`src/rtl/meta_queue_guard.sv`:
```
// meta_queue_guard
//   Metadata stage behind the flow director. Every accepted entry is
//   range-checked: a PKT_PCIE entry whose pkt or dsc queue ID is out of range
//   is stored as PKT_DROP. Everything else, including both queue IDs, is
//   passed through unchanged. A 2-entry skid buffer decouples in_meta_ready
//   from out_meta_ready. Three saturating counters track forwarded PCIe
//   entries, forwarded drops and range rewrites.
// Ports
//   clk, rst                 clock, asynchronous active-low reset
//   in_meta_data/valid/ready upstream handshake (ready is a register)
//   out_meta_data/valid/ready downstream handshake (data = buffer head)
//   clear_stats              synchronous clear of all counters
//   stat_pcie_cnt/drop/oor   saturating statistics, CNT_W bits each

package meta_queue_guard_pkg;
   localparam logic [1:0] PKT_DROP = 2'd0;
   localparam logic [1:0] PKT_PCIE = 2'd1;
   localparam logic [1:0] PKT_ETH  = 2'd2;

   typedef struct packed {
      logic [15:0] pkt_queue_id;
      logic [15:0] dsc_queue_id;
      logic [1:0]  pkt_flags;
      logic [15:0] pkt_len;
   } metadata_t;
endpackage

module meta_queue_guard
   import meta_queue_guard_pkg::*;
#(
   parameter int unsigned NB_PKT_QUEUES = 8192,
   parameter int unsigned NB_DSC_QUEUES = 8192,
   parameter int unsigned CNT_W         = 32
) (
   input  logic             clk,
   input  logic             rst,
   input  metadata_t        in_meta_data,
   input  logic             in_meta_valid,
   output logic             in_meta_ready,
   output metadata_t        out_meta_data,
   output logic             out_meta_valid,
   input  logic             out_meta_ready,
   input  logic             clear_stats,
   output logic [CNT_W-1:0] stat_pcie_cnt,
   output logic [CNT_W-1:0] stat_drop_cnt,
   output logic [CNT_W-1:0] stat_oor_cnt
);

   typedef enum logic [1:0] {EMPTY, ONE, FULL} state_t;

   state_t    state, state_nxt;
   metadata_t tail_q;
   metadata_t in_chk;
   logic      rdy_q;
   logic      accept, emit, oor;
   logic      pcie_inc, drop_inc;

   // Range check; the IDs are zero-extended so the compare is unsigned at full width.
   always_comb begin
      in_chk = in_meta_data;
      oor    = (in_meta_data.pkt_flags == PKT_PCIE) &&
               ((32'(in_meta_data.pkt_queue_id) >= NB_PKT_QUEUES) ||
                (32'(in_meta_data.dsc_queue_id) >= NB_DSC_QUEUES));
      if (oor) in_chk.pkt_flags = PKT_DROP;
   end

   assign in_meta_ready = rdy_q;
   assign accept        = in_meta_valid & rdy_q;
   assign emit          = out_meta_valid & out_meta_ready;

   always_comb begin
      state_nxt      = state;
      out_meta_valid = (state != EMPTY);
      case (state)
         EMPTY:   if (accept) state_nxt = ONE;
         ONE: begin
            if (accept && !emit)      state_nxt = FULL;
            else if (emit && !accept) state_nxt = EMPTY;
         end
         FULL:    if (emit) state_nxt = ONE;
         default: state_nxt = EMPTY;
      endcase
   end

   // Ready is registered from the next state so no combinational path
   // from out_meta_ready reaches in_meta_ready.
   always_ff @(posedge clk or negedge rst) begin
      if (!rst) begin
         state <= EMPTY;
         rdy_q <= 1'b1;
      end else begin
         state <= state_nxt;
         rdy_q <= (state_nxt != FULL);
      end
   end

   // Head register is the output; tail only fills when the head is stalled.
   always_ff @(posedge clk or negedge rst) begin
      if (!rst) begin
         out_meta_data <= '0;
         tail_q        <= '0;
      end else begin
         case (state)
            EMPTY: if (accept) out_meta_data <= in_chk;
            ONE: begin
               if (accept && emit) out_meta_data <= in_chk;
               else if (accept)    tail_q        <= in_chk;
            end
            FULL:  if (emit) out_meta_data <= tail_q;
            default: ;
         endcase
      end
   end

   assign pcie_inc = emit && (out_meta_data.pkt_flags == PKT_PCIE);
   assign drop_inc = emit && (out_meta_data.pkt_flags == PKT_DROP);

   // Clear wins over the old value but not over a same-cycle increment.
   function automatic logic [CNT_W-1:0] cnt_next(input logic [CNT_W-1:0] c,
                                                 input logic inc, input logic clr);
      if (clr)                 return CNT_W'(inc);
      else if (inc && c != '1) return c + 1'b1;
      else                     return c;
   endfunction

   always_ff @(posedge clk or negedge rst) begin
      if (!rst) begin
         stat_pcie_cnt <= '0;
         stat_drop_cnt <= '0;
         stat_oor_cnt  <= '0;
      end else begin
         stat_pcie_cnt <= cnt_next(stat_pcie_cnt, pcie_inc, clear_stats);
         stat_drop_cnt <= cnt_next(stat_drop_cnt, drop_inc, clear_stats);
         stat_oor_cnt  <= cnt_next(stat_oor_cnt, accept && oor, clear_stats);
      end
   end

endmodule

```
`config.mk`:
```
export PLATFORM = sky130hd
export DESIGN_NAME = meta_queue_guard
export DESIGN_NICKNAME = d
export VERILOG_FILES = /design/src/rtl/meta_queue_guard.sv
export SDC_FILE = /design/constraint.sdc
export NUM_CORES = 1
export LEC_CHECK = 0
export CAP_MARGIN = 20
export CORE_ASPECT_RATIO = 2
export CORE_MARGIN = 3
export CORE_UTILIZATION = 50
export DETAILED_ROUTE_END_ITERATION = 10
export HOLD_SLACK_MARGIN = 0.15
export PLACE_DENSITY = 0.78
export SYNTH_ARGS = -nofsm -noshare
export SYNTH_HDL_FRONTEND = slang
export SYNTH_SLANG_ARGS = --single-unit
```
`constraint.sdc`:
```
create_clock -name clk -period 6.7 [get_ports clk]
set_clock_uncertainty 0.15 [all_clocks]
set_input_delay 1.005 -clock clk [delete_from_list [all_inputs] [get_ports clk]]
set_output_delay 1.005 -clock clk [all_outputs]
set_load 0.005 [all_outputs]
```
### M1 wires

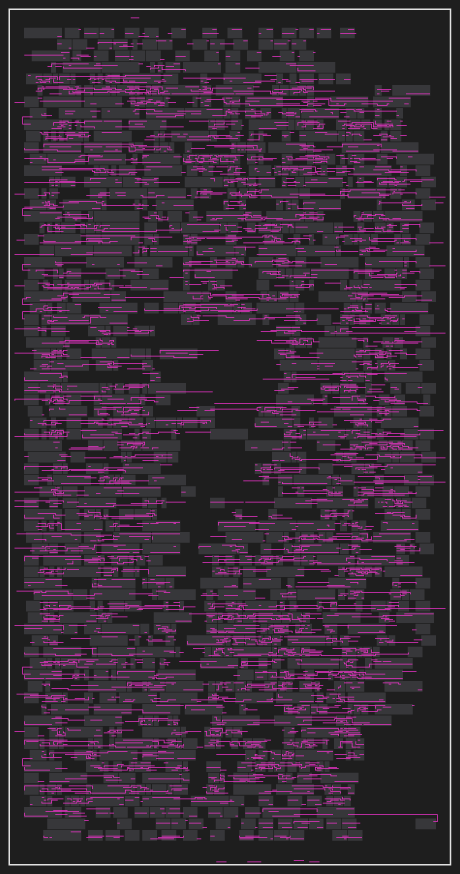
nets with wire on the layer: 1,074
wire length on this layer: 9,210 um
via count: 8,564
Routed WL: 25.44 mm
M1 GR Usage: 25.78%

### Met2 routing

Scale bar: 20 um.
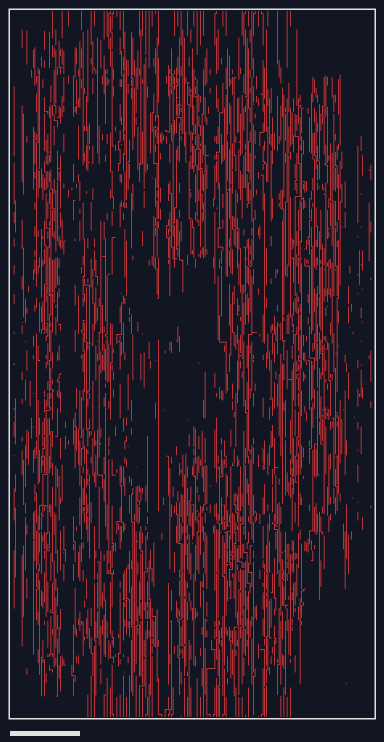
longest straight run: 51.7 um
nets with wire on the layer: 1,098
main direction: vertical
share of all routed wire: 55%
met2 usage: 44.43%

==> flow_summary.toml <==
# synthesis and place-and-route metrics
[run_status]
status = "finished, final reports clean"

[cts]
cts_setup_buffers = 0
insertion_delay_ns = 0.44
htreeDepth = 4
clk_pin_slew_ns = 0.08
cts_made_buffers = 17
cts_tree = "done"

[worst_hold_path]
hold_class = "reg2reg"

[drt]
dr.pass1.iters = 5
routed.top_layer = "met4"
drt_iter0_drc = 466
avgViaCountPerCell = 5.960
wl_met3_mm = 1.458

[global_route]
grt_pass1_vias = 8529
grt_overflow = 0
grt_max_degree = 84
antenna_found_initial = 0

[cells_and_area]
nNonClkBuffers = 210
final_common_cell = "clkdlybuf4s50_1"
nClkBuffers = 17
nFillCells = 1505
sh_comb_area_pct = 35.44
fin_util_pct = 65.85

[final_timing]
rsz0062_at_grt = "false"
hold_viol_final = 0
fmax_mhz = 300.7

[pwr]
pg_seq_w = 0.00171
internal-power_w = 0.002640
pg_comb_w = 0.000993
p_leak_nw = 4.757

[worst_setup_path]
start_kind = "input port"
r2r_slack_ns = 3.68
cp_max_fo = 20

[synth]
ys.flops = 199
postSynthSeqShare_pct = 51.51
syn_nets = 1056
yosys_area_mm2 = 0.009669
top_logic_kind = "simple AND/OR/NAND/NOR gates"

[die]
dieArea_mm2 = 0.02114
tap_cells = 255
### Signal wires on met3

Scale bar: 20 um.
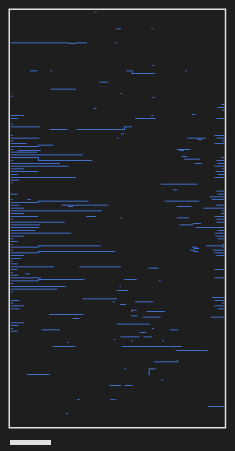
longest straight run: 43.9 um
share of all routed wire: 5.7%
nets with wire on the layer: 160

## worst max-delay path: stages
cell,delay [ns]
clkdlybuf4s50_1,0.54
nand2b_1,0.12
nor3_2,0.39
nand3_1,0.64
or4_1,0.67
a21oi_1,0.16
## cell usage after synthesis, drive strengths merged (2+ instances only)
library cell    n  area [um2]
nand2b          3       18.77
or3            36       225.2
o21ai          39       195.2
a31oi          49       306.5
nand4          25       171.4
mux2           55       623.1
nor2b           8       50.05
or2             3       18.77
o21a            2       15.01
and3            9       56.30
inv            18       67.56
o211ai          6       50.05
or4            47       356.6
clkbuf         47       176.4
nand3          34       175.2
buf            10       58.81
o2111ai         3       26.28
nor3           11       76.33
mux2i           4       40.04
a21oi          79       395.4
dfrtp         198        4955
and4           17       148.9
nor2           68       255.2
o31a            2       17.52
nor4            7       50.05
o41ai           3       26.28
o31ai          47       362.8
ha              3       37.54
and2            7       43.79
nand2         147       551.8
## worst min path at each step
stage	endpoint	slack, ns	cells after the start
6_report	tail_q[30]	0.36	1
3_3_place_gp	tail_q[3]	0.34	1
3_5_place_dp	tail_q[26]	0.35	1
5_1_grt	tail_q[26]	0.37	1
2_1_floorplan	tail_q[0]	0.33	1
4_1_cts	tail_q[13]	0.36	1
## flip-flops by register name, summed over array words and instances (netlist names)
register and cells:
stat_drop_cnt 32, out_meta_data 50, in_meta_ready 1, state 2, tail_q 50, stat_oor_cnt 32, stat_pcie_cnt 32
## metrics by stage
stage / total power, W / cells / hold WS [ns]
final: 0.003756 / 1437 / 0.3602
after global routing: 0.003952 / 1437 / 0.3694
after CTS: 0.003787 / 1435 / 0.3636
after detailed placement: 0.002731 / 1404 / 0.3458
after global placement: 0.002689 / 1404 / 0.3388
after floorplan: 0.002189 / 998 / 0.3306
Power is estimated from default activity; no workload was simulated.
